### Wiring by layer

Scale: 1 px per um.
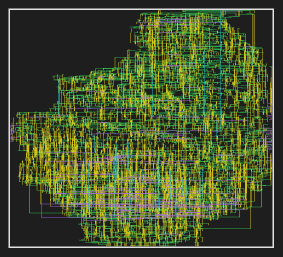
### Clock nets

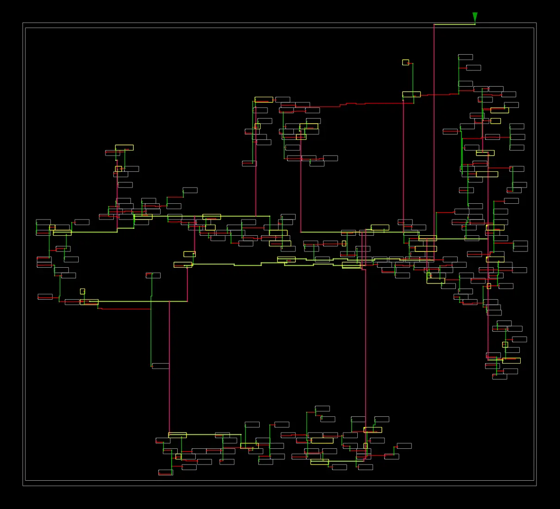
<file path="src/rtl/tx_mix.sv">
// Quadrature upconverter for the TX path: forms I*cos - Q*sin from baseband I/Q and NCO
// carrier words, applies an unsigned gain (128 = unity) and saturates to the DAC width.
// One shared 18x18 multiplier handles both terms, so one sample is accepted every 2 clocks.
//
// Ports:
//   clk, rst            clock, synchronous active-high reset
//   en                  transmit enable; low clears the datapath synchronously
//   iq_i, iq_q          signed 18-bit baseband sample
//   iq_valid, iq_ready  input handshake (ready = en & phase A)
//   cos, sin            signed 18-bit carrier words, captured with each accept slot
//   gain                unsigned 8-bit gain, 128 = unity
//   dac, dac_valid      signed IF sample and its one-cycle update strobe
//   underrun            one-cycle strobe, no sample offered at the accept slot
module tx_mix #(
  parameter int unsigned DAC_WIDTH = 14
) (
  input  logic                        clk,
  input  logic                        rst,
  input  logic                        en,
  input  logic signed [17:0]          iq_i,
  input  logic signed [17:0]          iq_q,
  input  logic                        iq_valid,
  output logic                        iq_ready,
  input  logic signed [17:0]          cos,
  input  logic signed [17:0]          sin,
  input  logic [7:0]                  gain,
  output logic signed [DAC_WIDTH-1:0] dac,
  output logic                        dac_valid,
  output logic                        underrun
);

  localparam int unsigned Sh = 25 - DAC_WIDTH;
  localparam logic signed [27:0] DacMax = 28'((1 << (DAC_WIDTH - 1)) - 1);
  localparam logic signed [27:0] DacMin = 28'(-(1 << (DAC_WIDTH - 1)));

  typedef enum logic {StA, StB} phase_e;

  phase_e state_q, state_d;

  logic signed [17:0]          i_q, q_q, cos_q, sin_q;
  logic signed [35:0]          prod_q, ic_q;
  logic signed [17:0]          s18_q;
  logic signed [26:0]          g_q;
  logic signed [DAC_WIDTH-1:0] dac_q;
  logic                        dac_valid_q, underrun_q;
  // Sample-slot tags; bit n is set n+1 edges after an accept slot.
  logic [4:0]                  tag_q;

  logic                        accept_slot;
  logic signed [17:0]          mul_a, mul_b;
  logic signed [35:0]          mul_p;
  logic signed [36:0]          sum;
  logic signed [19:0]          sum_rnd;
  logic signed [17:0]          s18_d;
  logic signed [26:0]          g_d;
  logic signed [27:0]          out_rnd;
  logic signed [DAC_WIDTH-1:0] dac_d;

  assign accept_slot = en && (state_q == StA);
  assign iq_ready    = accept_slot && !rst;

  always_comb begin
    state_d = StA;
    if (en) begin
      state_d = (state_q == StA) ? StB : StA;
    end
  end

  // Leaving B: I*cos. Leaving A: Q*sin from the registers captured in the previous slot.
  always_comb begin
    mul_a = (state_q == StB) ? i_q   : q_q;
    mul_b = (state_q == StB) ? cos_q : sin_q;
    mul_p = $signed({{18{mul_a[17]}}, mul_a}) * $signed({{18{mul_b[17]}}, mul_b});
  end

  always_comb begin
    sum     = $signed({ic_q[35], ic_q}) - $signed({prod_q[35], prod_q});
    sum_rnd = $signed(sum[36:17]) + $signed({19'd0, sum[16]});
    if (sum_rnd > 20'sd131071) begin
      s18_d = 18'sd131071;
    end else if (sum_rnd < -20'sd131072) begin
      s18_d = -18'sd131072;
    end else begin
      s18_d = sum_rnd[17:0];
    end
  end

  assign g_d = $signed({{9{s18_q[17]}}, s18_q}) * $signed({19'd0, gain});

  always_comb begin
    out_rnd = ($signed({g_q[26], g_q}) >>> Sh) + $signed({27'd0, g_q[Sh-1]});
    if (out_rnd > DacMax) begin
      dac_d = DacMax[DAC_WIDTH-1:0];
    end else if (out_rnd < DacMin) begin
      dac_d = DacMin[DAC_WIDTH-1:0];
    end else begin
      dac_d = out_rnd[DAC_WIDTH-1:0];
    end
  end

  always_ff @(posedge clk) begin
    if (rst || !en) begin
      state_q     <= StA;
      i_q         <= '0;
      q_q         <= '0;
      cos_q       <= '0;
      sin_q       <= '0;
      prod_q      <= '0;
      ic_q        <= '0;
      s18_q       <= '0;
      g_q         <= '0;
      dac_q       <= '0;
      dac_valid_q <= 1'b0;
      underrun_q  <= 1'b0;
      tag_q       <= '0;
    end else begin
      state_q     <= state_d;
      tag_q       <= {tag_q[3:0], accept_slot};
      underrun_q  <= accept_slot && !iq_valid;
      dac_valid_q <= tag_q[4];
      prod_q      <= mul_p;
      if (accept_slot) begin
        cos_q <= cos;
        sin_q <= sin;
        // A starved slot still runs the pipeline, with zero data.
        i_q   <= iq_valid ? iq_i : '0;
        q_q   <= iq_valid ? iq_q : '0;
        ic_q  <= prod_q;
      end
      if (tag_q[2]) s18_q <= s18_d;
      if (tag_q[3]) g_q   <= g_d;
      if (tag_q[4]) dac_q <= dac_d;
    end
  end

  assign dac       = dac_q;
  assign dac_valid = dac_valid_q;
  assign underrun  = underrun_q;

endmodule

</file>
<file path="config.mk">
export PLATFORM = sky130hd
export DESIGN_NAME = tx_mix
export DESIGN_NICKNAME = d
export VERILOG_FILES = /design/src/rtl/tx_mix.sv
export SDC_FILE = /design/constraint.sdc
export NUM_CORES = 2
export LEC_CHECK = 0
export CORE_ASPECT_RATIO = 0.9
export CORE_UTILIZATION = 43
export DETAILED_ROUTE_END_ITERATION = 8
export HOLD_SLACK_MARGIN = 0.02
export PLACE_DENSITY = 0.65
export SYNTH_ARGS = -nofsm -noshare
export SYNTH_HDL_FRONTEND = slang
export SYNTH_SLANG_ARGS = --single-unit
</file>
<file path="constraint.sdc">
create_clock -name clk -period 8.7 [get_ports clk]
set_clock_uncertainty 0.1 [all_clocks]
set_input_delay 1.305 -clock clk [delete_from_list [all_inputs] [get_ports clk]]
set_output_delay 1.305 -clock clk [all_outputs]
set_load 0.1 [all_outputs]
</file>
==> results.py <==
# Metrics from the implementation run
metrics = {
    "sta": {
        "worst_pin_slew_ns": 1.149,
        "period_used_pct": 91.47,
        "fmax_mhz": 125.7,
        "timing.slew.headroom_pct": 23.42,
        "clock_period_minus_worst_slack_ns": 7.958,
        "final_hold_violation_count": 0,
        "grt_setup_unrepaired": "no",
        "setup_viol": 0,
        "worst_slack_ns": 0.7422,
        "count_of_final_max_slew_check_failures": 0,
        "setup_tns_ns": 0,
        "fin_hold_ws_ns": 0.3259,
    },
    "global_route": {
        "grt_pass1_wl_um": 106500,
        "grt_remaining_overflow": 0,
        "globalRouteMet1Util_pct": 30.23,
        "grt.met2_usage_pct": 33.06,
        "vias_in_the_first_global_route": 20430,
        "use_met3_pct": 4.357,
        "grt_busiest_layer": "met2",
        "grt_start_max_net_pins": 89,
        "antenna_violations_before_repair": 2,
    },
    "clocking": {
        "buffer_count_from_post_cts_setup_fixing": 0,
        "cts_tree": "built",
        "cts-htree-levels": 1,
        "postCtsResizedCells": 0,
        "cts_hold_repair.buffers": 0,
        "cts-root-buf": "clkbuf_16",
        "ctsLongestPathBuffers": 3,
        "clk_pin_slew_ns": 0.07,
    },
    "worst_setup_path": {
        "critical_path_slowest_stage_cell": "dfxtp_4",
        "path_delay_family": "adder cells",
        "worstPathMaxFanout": 47,
        "setup.worst_path.class": "register to register",
        "cp-end-kind": "register",
        "cp_cell_sequence": "buf_4, nand2_1, o21ai_1, nand2_1, fa_1, fa_1, fa_1, inv_1, fa_1, fa_1, inv_1, fa_1, inv_1, ha_1, and2_1, o21ai_0, nor2b_1, a211oi_1, o31a_1, o221a_2, a221oi_1, xnor2_1, nor2_1",
        "cp_num_buf_inv": 4,
        "critical_path.max_stage_delay_ns": 0.65,
        "critPathRequiredTime_ns": 9.00,
        "kind_of_start_point_of_the_critical_path": "register",
        "worst_path_arrival_time_ns": 8.26,
    },
    "finish": {
        "logic_gate_count": 2091,
        "comb_area_sq_um": 19560,
        "util_after_layout_pct": 48.18,
        "layout-area-overhead-vs-synth_pct": 10.17,
        "clk_share_pct": 2.943,
        "comb_area_share_pct": 67.55,
        "lay_top_count": "inv_1",
        "final_sequential_cell_count": 201,
        "layout.nets": 3766,
        "insertedDiodeCount": 2,
        "bufAreaShareNonClock_pct": 4.279,
        "design_area_sq_um": 28950,
        "final_layout_size_suffix_gt1_share_pct": 4.195,
        "largest_cell_class": "combinational gates",
        "layout.cells.most_common_list": "inv_1 (610), fa_1 (442), nor2_1 (346)",
        "inverters_excl_clock": 610,
        "stdcell_count": 3860,
        "final.signal_buffer_count": 130,
        "register_area_sq_um": 4028,
    },
    "power_and_ir_drop": {
        "seq_power_share_pct": 33.5,
        "sw_frac_of_total_pct": 33.33,
        "p_comb_mw": 0.809,
        "switching_power_mw": 0.9522,
        "fin_total_pwr_mw": 2.856,
        "power_leader": "clock",
        "vdd_drop_max_mv": 0.1397,
        "clock_power_share_pct": 38.2,
        "power.share.combinational_pct": 28.3,
        "sequentialPower_mw": 0.956,
        "leakage_power_total_nw": 13.73,
        "power.internal_mw": 1.904,
    },
    "outcome": {
        "run_status": "finished clean",
    },
    "placement": {
        "placement.cell_area_sq_um": 28090,
        "pre_cts_slack_ns": 0.6782,
        "numPortBuffers": 100,
        "gp_congestion": 0.9140,
        "total_placed_cells_including_tap_cells": 3815,
    },
    "synth": {
        "ys_cells": 3012,
        "syn_avg_cell_area_sq_um": 8.724,
        "yosysWarnings": 0,
        "synth.ff_latch_count": 201,
        "yosys.cell_types.count": 84,
        "synth.top_cells.by_area": "fa_1 (34%), dfxtp_1 (15%), inv_1 (8.7%)",
        "syn_area_sq_um": 26280,
        "synth_top_area_share_pct": 33.67,
        "floorplan_nets": 3720,
        "synthFlopType": "dfxtp_1",
        "postSynth.asyncResetShare_pct": 0,
        "ys_top_cells_by_count": "inv_1 (610), fa_1 (442), nor2_1 (346)",
        "synth_top_cell_by_area": "fa_1",
        "yosys_synthesis_chip_area_sq_um": 26280,
        "postSynthSeqShare_pct": 15.31,
        "post_synth_inst_count": 3012,
    },
    "floorplan": {
        "die_width_um": 262.6,
        "die_area_sq_um": 62100,
        "total_number_of_placement_rows": 85,
        "core-area_sq_um": 60090,
        "tap-cell-count": 783,
        "fp_util_pct": 43.73,
        "pin_count": 101,
        "die_height_um": 236.5,
    },
    "min_path": {
        "hold_path_class": "register to register",
    },
    "detailed_routing": {
        "drt_wl_total_um": 63550,
        "topRoutingLayerUsed": "met4",
        "detail_route.wirelength.met1_um": 29710,
        "detail_route.drc_violations": 0,
        "first_pass_detailed_route_iteration_total": 7,
        "average_vias_per_placed_instance": 5.105,
        "detail-route-antenna-nets": 0,
        "routed_wire_length_per_instance_um": 16.46,
        "met2WireLength_um": 27590,
        "met3WireLength_um": 4509,
    },
    "job": {
        "total_of_max_cap_violations": 0,
        "tool_warnings": 27,
    },
}
Back to the opening pictures, 'Wiring by layer':
| color | layer | wire length |
|---|---|---|
| cyan | M4 | 1740 um |
| yellow | M2 | 27.6 mm |
| purple | M3 | 4510 um |
| green | M1 | 29.7 mm |

Back to the opening pictures, 'Clock nets':
Clock Latency Late Sink: 0.57 ns
count of clock tree sinks: 201
clkbuf count: 27
power in the clock group: 1.09 mW
total CTS buffers: 24

[cells by family after synthesis]
logic type / Yosys count / synth area share [%]
adders and majority gates: 624 / 42.34
buffers and inverters: 720 / 10.39
and+or+nand+nor: 895 / 15.36
AOI/OAI and AO/OA: 398 / 10.28
muxes: 84 / 3.252
xor gates and xnor gates: 90 / 3.071
DFF: 201 / 15.31
[state kept, by name (all words and copies together), names as in the netlist, 5 cells and up]
signal  flops
cos_q      18
dac        14
g_q        17
i_q        18
ic_q       36
prod_q     36
q_q        18
s18_q      18
sin_q      18
tag_q       5
[final timing paths]
path              slack, ns          to  depth (start not counted)  startpoint
hold / removal         0.33    tag_q[1]                          1    tag_q[0]
hold reg to reg        0.33    tag_q[1]                          1    tag_q[0]
setup reg to reg       0.74  prod_q[35]                         23     state_q
setup / recovery       0.74  prod_q[35]                         23     state_q
No activity file was given, so power comes from the tool's default toggle rates.
